$ cat config.mk
export PLATFORM = sky130hd
export DESIGN_NAME = td4x_core
export DESIGN_NICKNAME = d
export VERILOG_FILES = /design/src/rtl/td4x_pkg.sv /design/src/rtl/td4x_prog_mem.sv /design/src/rtl/td4x_core.sv
export SDC_FILE = /design/constraint.sdc
export NUM_CORES = 1
export LEC_CHECK = 0
export CORE_UTILIZATION = 35
export CTS_CLUSTER_DIAMETER = 120
export DETAILED_ROUTE_END_ITERATION = 8
export PLACE_DENSITY = 0.57
export SLEW_MARGIN = 15
export SYNTH_ARGS = -nofsm -noshare
export SYNTH_HDL_FRONTEND = slang
export SYNTH_HIERARCHICAL = 1
export SYNTH_SLANG_ARGS = --single-unit
$ cat constraint.sdc
create_clock -name clk -period 8.9 [get_ports clk]
set_input_delay 1.78 -clock clk [delete_from_list [all_inputs] [get_ports clk]]
set_output_delay 1.78 -clock clk [all_outputs]
set_load 0.005 [all_outputs]
$ cat src/rtl/td4x_pkg.sv
`default_nettype none
// ============================================================================
//  Module   : td4x_pkg
//  Brief    : Shared opcodes, FSM state encoding and instruction field
//             widths for the TD4X accumulator core.
//  Revision : 1.0  initial release
// ============================================================================
package td4x_pkg;

  // Instruction word = {opcode, immediate}; opcode is always 4 bits wide and
  // the immediate follows the data width.
  localparam int OP_W = 4;

  function automatic int instr_w(input int data_w);
    return OP_W + data_w;
  endfunction

  // Opcodes (dst <- value)
  localparam logic [OP_W-1:0] OP_ADD_A  = 4'b0000;  // A <- A + imm
  localparam logic [OP_W-1:0] OP_MOV_AB = 4'b0001;  // A <- B
  localparam logic [OP_W-1:0] OP_IN_A   = 4'b0010;  // A <- in_data
  localparam logic [OP_W-1:0] OP_MOV_AI = 4'b0011;  // A <- imm
  localparam logic [OP_W-1:0] OP_MOV_BA = 4'b0100;  // B <- A
  localparam logic [OP_W-1:0] OP_ADD_B  = 4'b0101;  // B <- B + imm
  localparam logic [OP_W-1:0] OP_IN_B   = 4'b0110;  // B <- in_data
  localparam logic [OP_W-1:0] OP_MOV_BI = 4'b0111;  // B <- imm
  localparam logic [OP_W-1:0] OP_ADD_AB = 4'b1000;  // A <- A + B
  localparam logic [OP_W-1:0] OP_OUT_B  = 4'b1001;  // out <- B
  localparam logic [OP_W-1:0] OP_HALT   = 4'b1010;  // stop execution
  localparam logic [OP_W-1:0] OP_OUT_I  = 4'b1011;  // out <- imm
  localparam logic [OP_W-1:0] OP_JC     = 4'b1100;  // jump if carry
  localparam logic [OP_W-1:0] OP_NOP    = 4'b1101;  // no operation
  localparam logic [OP_W-1:0] OP_JNC    = 4'b1110;  // jump if no carry
  localparam logic [OP_W-1:0] OP_JMP    = 4'b1111;  // unconditional jump

  // Execution state, explicit 2-bit encoding
  typedef enum logic [1:0] {
    ST_IDLE   = 2'd0,
    ST_RUN    = 2'd1,
    ST_HALTED = 2'd2
  } state_e;

endpackage : td4x_pkg
`default_nettype wire

$ cat src/rtl/td4x_prog_mem.sv
`default_nettype none
// ============================================================================
//  Module   : td4x_prog_mem
//  Brief    : Program RAM, synchronous write port, asynchronous read port.
//  Revision : 1.0  initial release
// ============================================================================
module td4x_prog_mem
  import td4x_pkg::*;
#(
  parameter int ADDR_W = 4,
  parameter int WORD_W = instr_w(4)
) (
  input  logic              clk,
  input  logic              we_i,
  input  logic [ADDR_W-1:0] waddr_i,
  input  logic [WORD_W-1:0] wdata_i,
  input  logic [ADDR_W-1:0] raddr_i,
  output logic [WORD_W-1:0] rdata_o
);

  logic [WORD_W-1:0] mem_q [2**ADDR_W];

  // Store a program word; contents are deliberately not reset
  always_ff @(posedge clk) begin
    if (we_i) begin
      mem_q[waddr_i] <= wdata_i;
    end
  end

  assign rdata_o = mem_q[raddr_i];

endmodule : td4x_prog_mem
`default_nettype wire

$ cat src/rtl/td4x_core.sv
`default_nettype none
// ============================================================================
//  Module   : td4x_core
//  Brief    : TD4-class accumulator CPU: A/B registers, output register,
//             PC, carry flag, internal program RAM, RUN/IDLE/HALTED control.
//  Revision : 1.0  initial release
// ============================================================================
module td4x_core
  import td4x_pkg::*;
#(
  parameter int DATA_W = 4,
  parameter int ADDR_W = 4
) (
  input  logic                   clk,
  input  logic                   reset,
  input  logic                   start,
  input  logic                   prog_we,
  input  logic [ADDR_W-1:0]      prog_addr,
  input  logic [OP_W+DATA_W-1:0] prog_data,
  input  logic [DATA_W-1:0]      in_data,
  output logic [DATA_W-1:0]      out_data,
  output logic                   out_valid,
  output logic                   running,
  output logic                   halted,
  output logic [ADDR_W-1:0]      pc,
  output logic                   carry
);

  localparam int INSTR_W = instr_w(DATA_W);

  state_e              state_q, state_d;
  logic [ADDR_W-1:0]   pc_q, pc_d;
  logic                carry_q, carry_d;
  logic [DATA_W-1:0]   a_q, a_d;
  logic [DATA_W-1:0]   b_q, b_d;
  logic [DATA_W-1:0]   out_q, out_d;
  logic                outv_q, outv_d;

  logic [INSTR_W-1:0]  instr;
  logic [OP_W-1:0]     opcode;
  logic [DATA_W-1:0]   imm;
  logic [ADDR_W-1:0]   jmp_tgt;
  logic [ADDR_W-1:0]   pc_inc;
  logic [DATA_W-1:0]   alu_src;
  logic [DATA_W-1:0]   alu_opb;
  logic [DATA_W:0]     alu_sum;
  logic [DATA_W-1:0]   alu_res;
  logic                mem_we;

  // Loading is only permitted while the core is not executing
  assign mem_we = prog_we && (state_q != ST_RUN);

  td4x_prog_mem #(
    .ADDR_W (ADDR_W),
    .WORD_W (INSTR_W)
  ) u_prog_mem (
    .clk     (clk),
    .we_i    (mem_we),
    .waddr_i (prog_addr),
    .wdata_i (prog_data),
    .raddr_i (pc_q),
    .rdata_o (instr)
  );

  assign opcode = instr[INSTR_W-1:DATA_W];
  assign imm    = instr[DATA_W-1:0];
  assign pc_inc = pc_q + ADDR_W'(1);

  // Jump target: immediate widened or narrowed to the PC width
  if (ADDR_W > DATA_W) begin : g_tgt_zext
    assign jmp_tgt = {{(ADDR_W-DATA_W){1'b0}}, imm};
  end else begin : g_tgt_trunc
    assign jmp_tgt = imm[ADDR_W-1:0];
  end

  // ALU operand select: non-ADD opcodes add imm to zero, so carry-out is 0
  always_comb begin
    alu_src = '0;
    alu_opb = imm;
    case (opcode)
      OP_ADD_A:  alu_src = a_q;
      OP_ADD_B:  alu_src = b_q;
      OP_ADD_AB: begin
        alu_src = a_q;
        alu_opb = b_q;
      end
      default: ;
    endcase
  end

  assign alu_sum = {1'b0, alu_src} + {1'b0, alu_opb};
  assign alu_res = alu_sum[DATA_W-1:0];

  // Next-state: start handling when stopped, single-cycle execute when running
  always_comb begin
    state_d = state_q;
    pc_d    = pc_q;
    carry_d = carry_q;
    a_d     = a_q;
    b_d     = b_q;
    out_d   = out_q;
    outv_d  = 1'b0;
    if (state_q != ST_RUN) begin
      if (start) begin
        state_d = ST_RUN;
        pc_d    = '0;
        carry_d = 1'b0;
      end
    end else begin
      carry_d = alu_sum[DATA_W];
      pc_d    = pc_inc;
      case (opcode)
        OP_ADD_A, OP_MOV_AI, OP_ADD_AB: a_d = alu_res;
        OP_MOV_AB:                      a_d = b_q;
        OP_IN_A:                        a_d = in_data;
        OP_MOV_BA:                      b_d = a_q;
        OP_ADD_B, OP_MOV_BI:            b_d = alu_res;
        OP_IN_B:                        b_d = in_data;
        OP_OUT_B: begin
          out_d  = b_q;
          outv_d = 1'b1;
        end
        OP_OUT_I: begin
          out_d  = imm;
          outv_d = 1'b1;
        end
        OP_HALT: begin
          state_d = ST_HALTED;
          pc_d    = pc_q;
        end
        // Conditional jumps look at the carry left by the previous instruction
        OP_JC:  if (carry_q)  pc_d = jmp_tgt;
        OP_JNC: if (!carry_q) pc_d = jmp_tgt;
        OP_JMP: pc_d = jmp_tgt;
        default: ;
      endcase
    end
  end

  // Architectural state registers with synchronous active-low reset
  always_ff @(posedge clk) begin
    if (!reset) begin
      state_q <= ST_IDLE;
      pc_q    <= '0;
      carry_q <= 1'b0;
      a_q     <= '0;
      b_q     <= '0;
      out_q   <= '0;
      outv_q  <= 1'b0;
    end else begin
      state_q <= state_d;
      pc_q    <= pc_d;
      carry_q <= carry_d;
      a_q     <= a_d;
      b_q     <= b_d;
      out_q   <= out_d;
      outv_q  <= outv_d;
    end
  end

  assign out_data  = out_q;
  assign out_valid = outv_q;
  assign running   = (state_q == ST_RUN);
  assign halted    = (state_q == ST_HALTED);
  assign pc        = pc_q;
  assign carry     = carry_q;

endmodule : td4x_core
`default_nettype wire

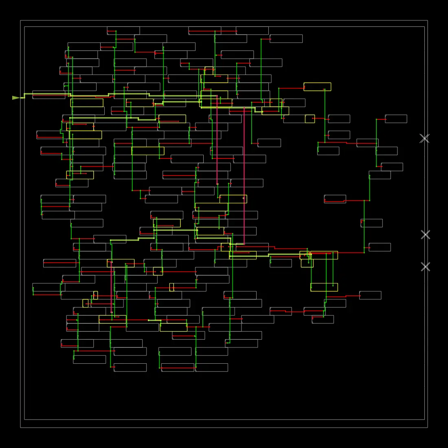
Fig. 1. Clock routing (run 1).
Sink Count: 148
Clk power: 0.789 mW
worst skew pair latency: 0.42 ns
flop count: 148
CTS Buf Count: 17

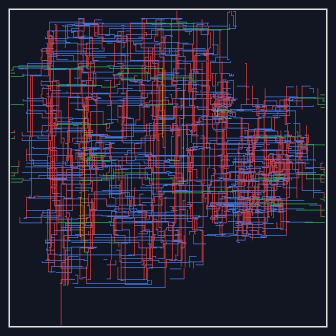
Fig. 2. Metal layers overlaid (run 1).
[orange] M4 | wire length: 160 µm
[red] M2 | wire length: 6600 µm
[green] M3 | wire length: 606 µm
[blue] M1 | wire length: 6430 µm
gr usage total: 15.41%
Post-Route WL: 13800 µm

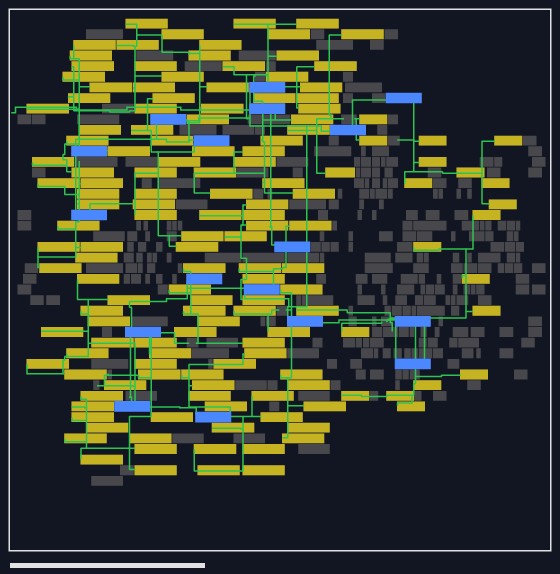
Fig. 3. Clock distribution (run 1).
Bar = 50 µm.
[yellow] flip-flops | count: 148
[blue] clock-net drivers | count: 17
[green] clock wires | length: 1800 µm
routed clock nets: 18
post-route clock skew: 0.008949 ns
Clk pwr share: 46.1%

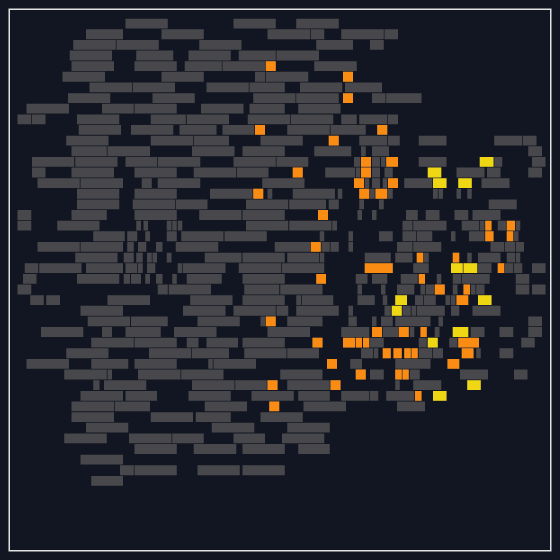
Fig. 4. Gate families picked out (run 1).
[yellow] non-inverting ao/oa cells | cells: 13 | where: middle right
[orange] aoi and oai cells | cells: 53
fraction of area in multi-input gates: 27.22%
non-filler cells, final: 674
Top cell excl fill/tap: edfxtp_1

==> results_dict.tcl, run 1 <==
# place-and-route summary
set metrics [dict create \
    startpoint_type "flip-flop" \
    worstPathCellList "buf_4, mux4_1, a22oi_1, nand2_1, or2_4, nor3b_4, mux2_2, ha_1, inv_1, fa_1, xor2_1, a21oi_1, a22o_1, a41o_1" \
    violations "DRC" \
    p_seq_mw 0.774 \
    min_period_ns 5.234 \
    cp_slowest_cell "dfxtp_2" \
    p_seq_share_pct 45.2 \
    seq_area_um2 4245 \
    grt_use_met1_pct 20.62 \
    ys_sh_adder_pct 1.273 \
    die_area_um2 19080 \
    cts.reportedPaths.clkPinSlew_ns 0.07 \
    p_int_mw 1.332 \
    status "complete, but fails checks" \
    postCtsSetupBuffers 0 \
    post-route-util_pct 42.26 \
    place_congestion 0.8146 \
    crit_cells 14 \
    die_x_um 138.1 \
    firstDrtPassIters 9 \
    async_flop_share_pct 0 \
    final-clk-cell-share_pct 8.545 \
    worst_slack_ns 3.666 \
    drc 6 \
    use_met2_pct 24.76 \
    path_buffers 2 \
    avgViaCountPerCell 5.392 \
    max_stage_delay_ns 0.66 \
]
Fig. 5: run 1, wires at chosen ports, followed through buffers
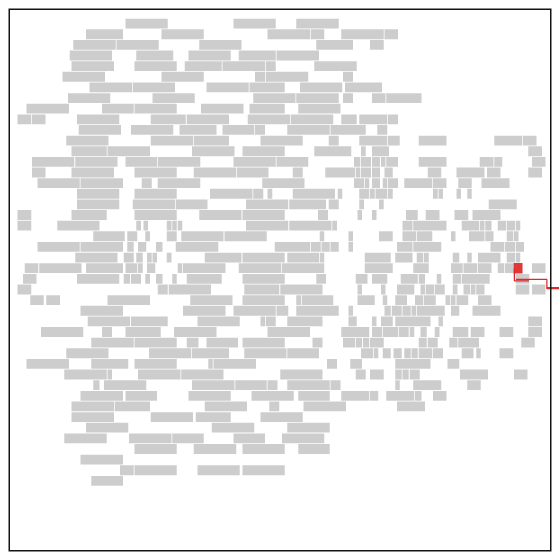

--- run 2 (diff from run 1) ---
Clock period 8.9 ns to 4.86 ns, I/O delays scaled along.
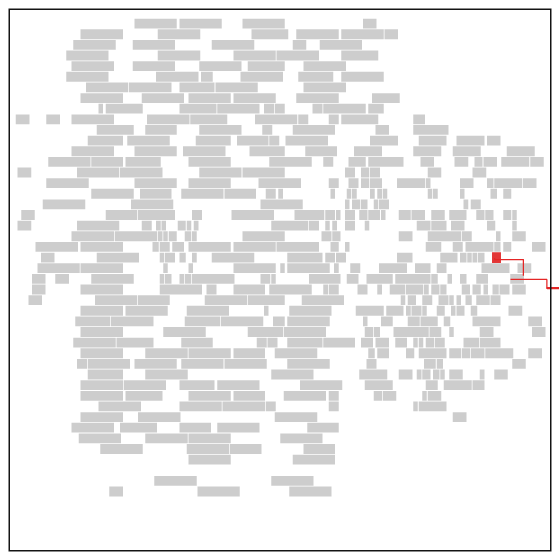
Fig. 6. Wires at chosen ports, followed through buffers (run 2).
[red] prog_we | bits: 1 | direction: input | end cells: 1 | buffers: 1 | wire: 23.4 µm
number of port buffers: 31
Top-Level Pins: 32

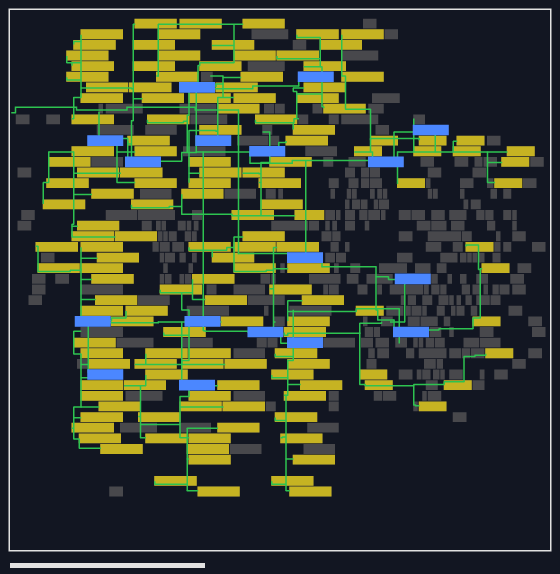
Fig. 7. Clock distribution (run 2).
Bar = 50 µm.
[blue] clock-net drivers | count: 17
[yellow] flip-flops | count: 148
[green] clock wires | length: 1750 µm
routed clock nets: 18
Clk power: 1.43 mW
Clk pwr share: 45.8%
post-route clock skew: 0.01785 ns

==> run 2 against run 1 <==
The run still ends with DRC left; fmax up 30%; register-to-register slack worse by 2.8 ns; sequential power up 82%; clock skew up 0.0089 ns; via count up 0.52%; highest routed layer unchanged.
==> results_dict.tcl, run 2 <==
# place-and-route summary
set metrics [dict create \
    crit_cells 14 \
    postCtsSetupBuffers 0 \
    status "complete, but fails checks" \
    hold_buffers 0 \
    violations "DRC" \
    clock_latency_ns 0.42 \
    async_flop_share_pct 0 \
    antenna-diode-count 0 \
    r2r-end "a_q[1]" \
    grt_usage_pct 15.60 \
    die_x_um 138.1 \
    ys_seq_elements 148 \
    cts.reportedPaths.clkPinSlew_ns 0.06 \
    period_used_pct 82.74 \
    instances_no_fill 678 \
    path_buffers 2 \
    die_area_um2 19080 \
    post-route-util_pct 42.48 \
    avgViaCountPerCell 5.388 \
    ff_count 148 \
    syn-num-nets 422 \
    max_stage_delay_ns 0.57 \
    comb_power_mw 0.282 \
    worst_slack_ns 0.8390 \
    drc 6 \
    place_congestion 0.8828 \
    seq_area_um2 4245 \
    p_seq_mw 1.41 \
    cts_buffers 17 \
    worstPathCellList "buf_4, mux4_2, a22oi_1, nand2_1, nor2_1, a22oi_1, nor2_1, ha_1, inv_1, fa_1, nor2_1, a311oi_1, o221ai_2, o211a_1" \
    row_count 49 \
    warnings 26 \
    dr_wl_met2_um 6964 \
    min_period_ns 4.021 \
    cts.sinks 148 \
    p_seq_share_pct 45.2 \
    cts_root_buf "clkbuf_16" \
    drt_wl_total_um 13910 \
    ys_sh_adder_pct 1.273 \
    use_met2_pct 24.87 \
    syn_area_um2 6485 \
    firstDrtPassIters 6 \
    grt_util_met3_pct 4.468 \
    grt_use_met1_pct 20.99 \
    p_int_mw 2.439 \
    startpoint_type "flip-flop" \
]
Power figures rest on the tool's default switching activity, not on a simulated workload.
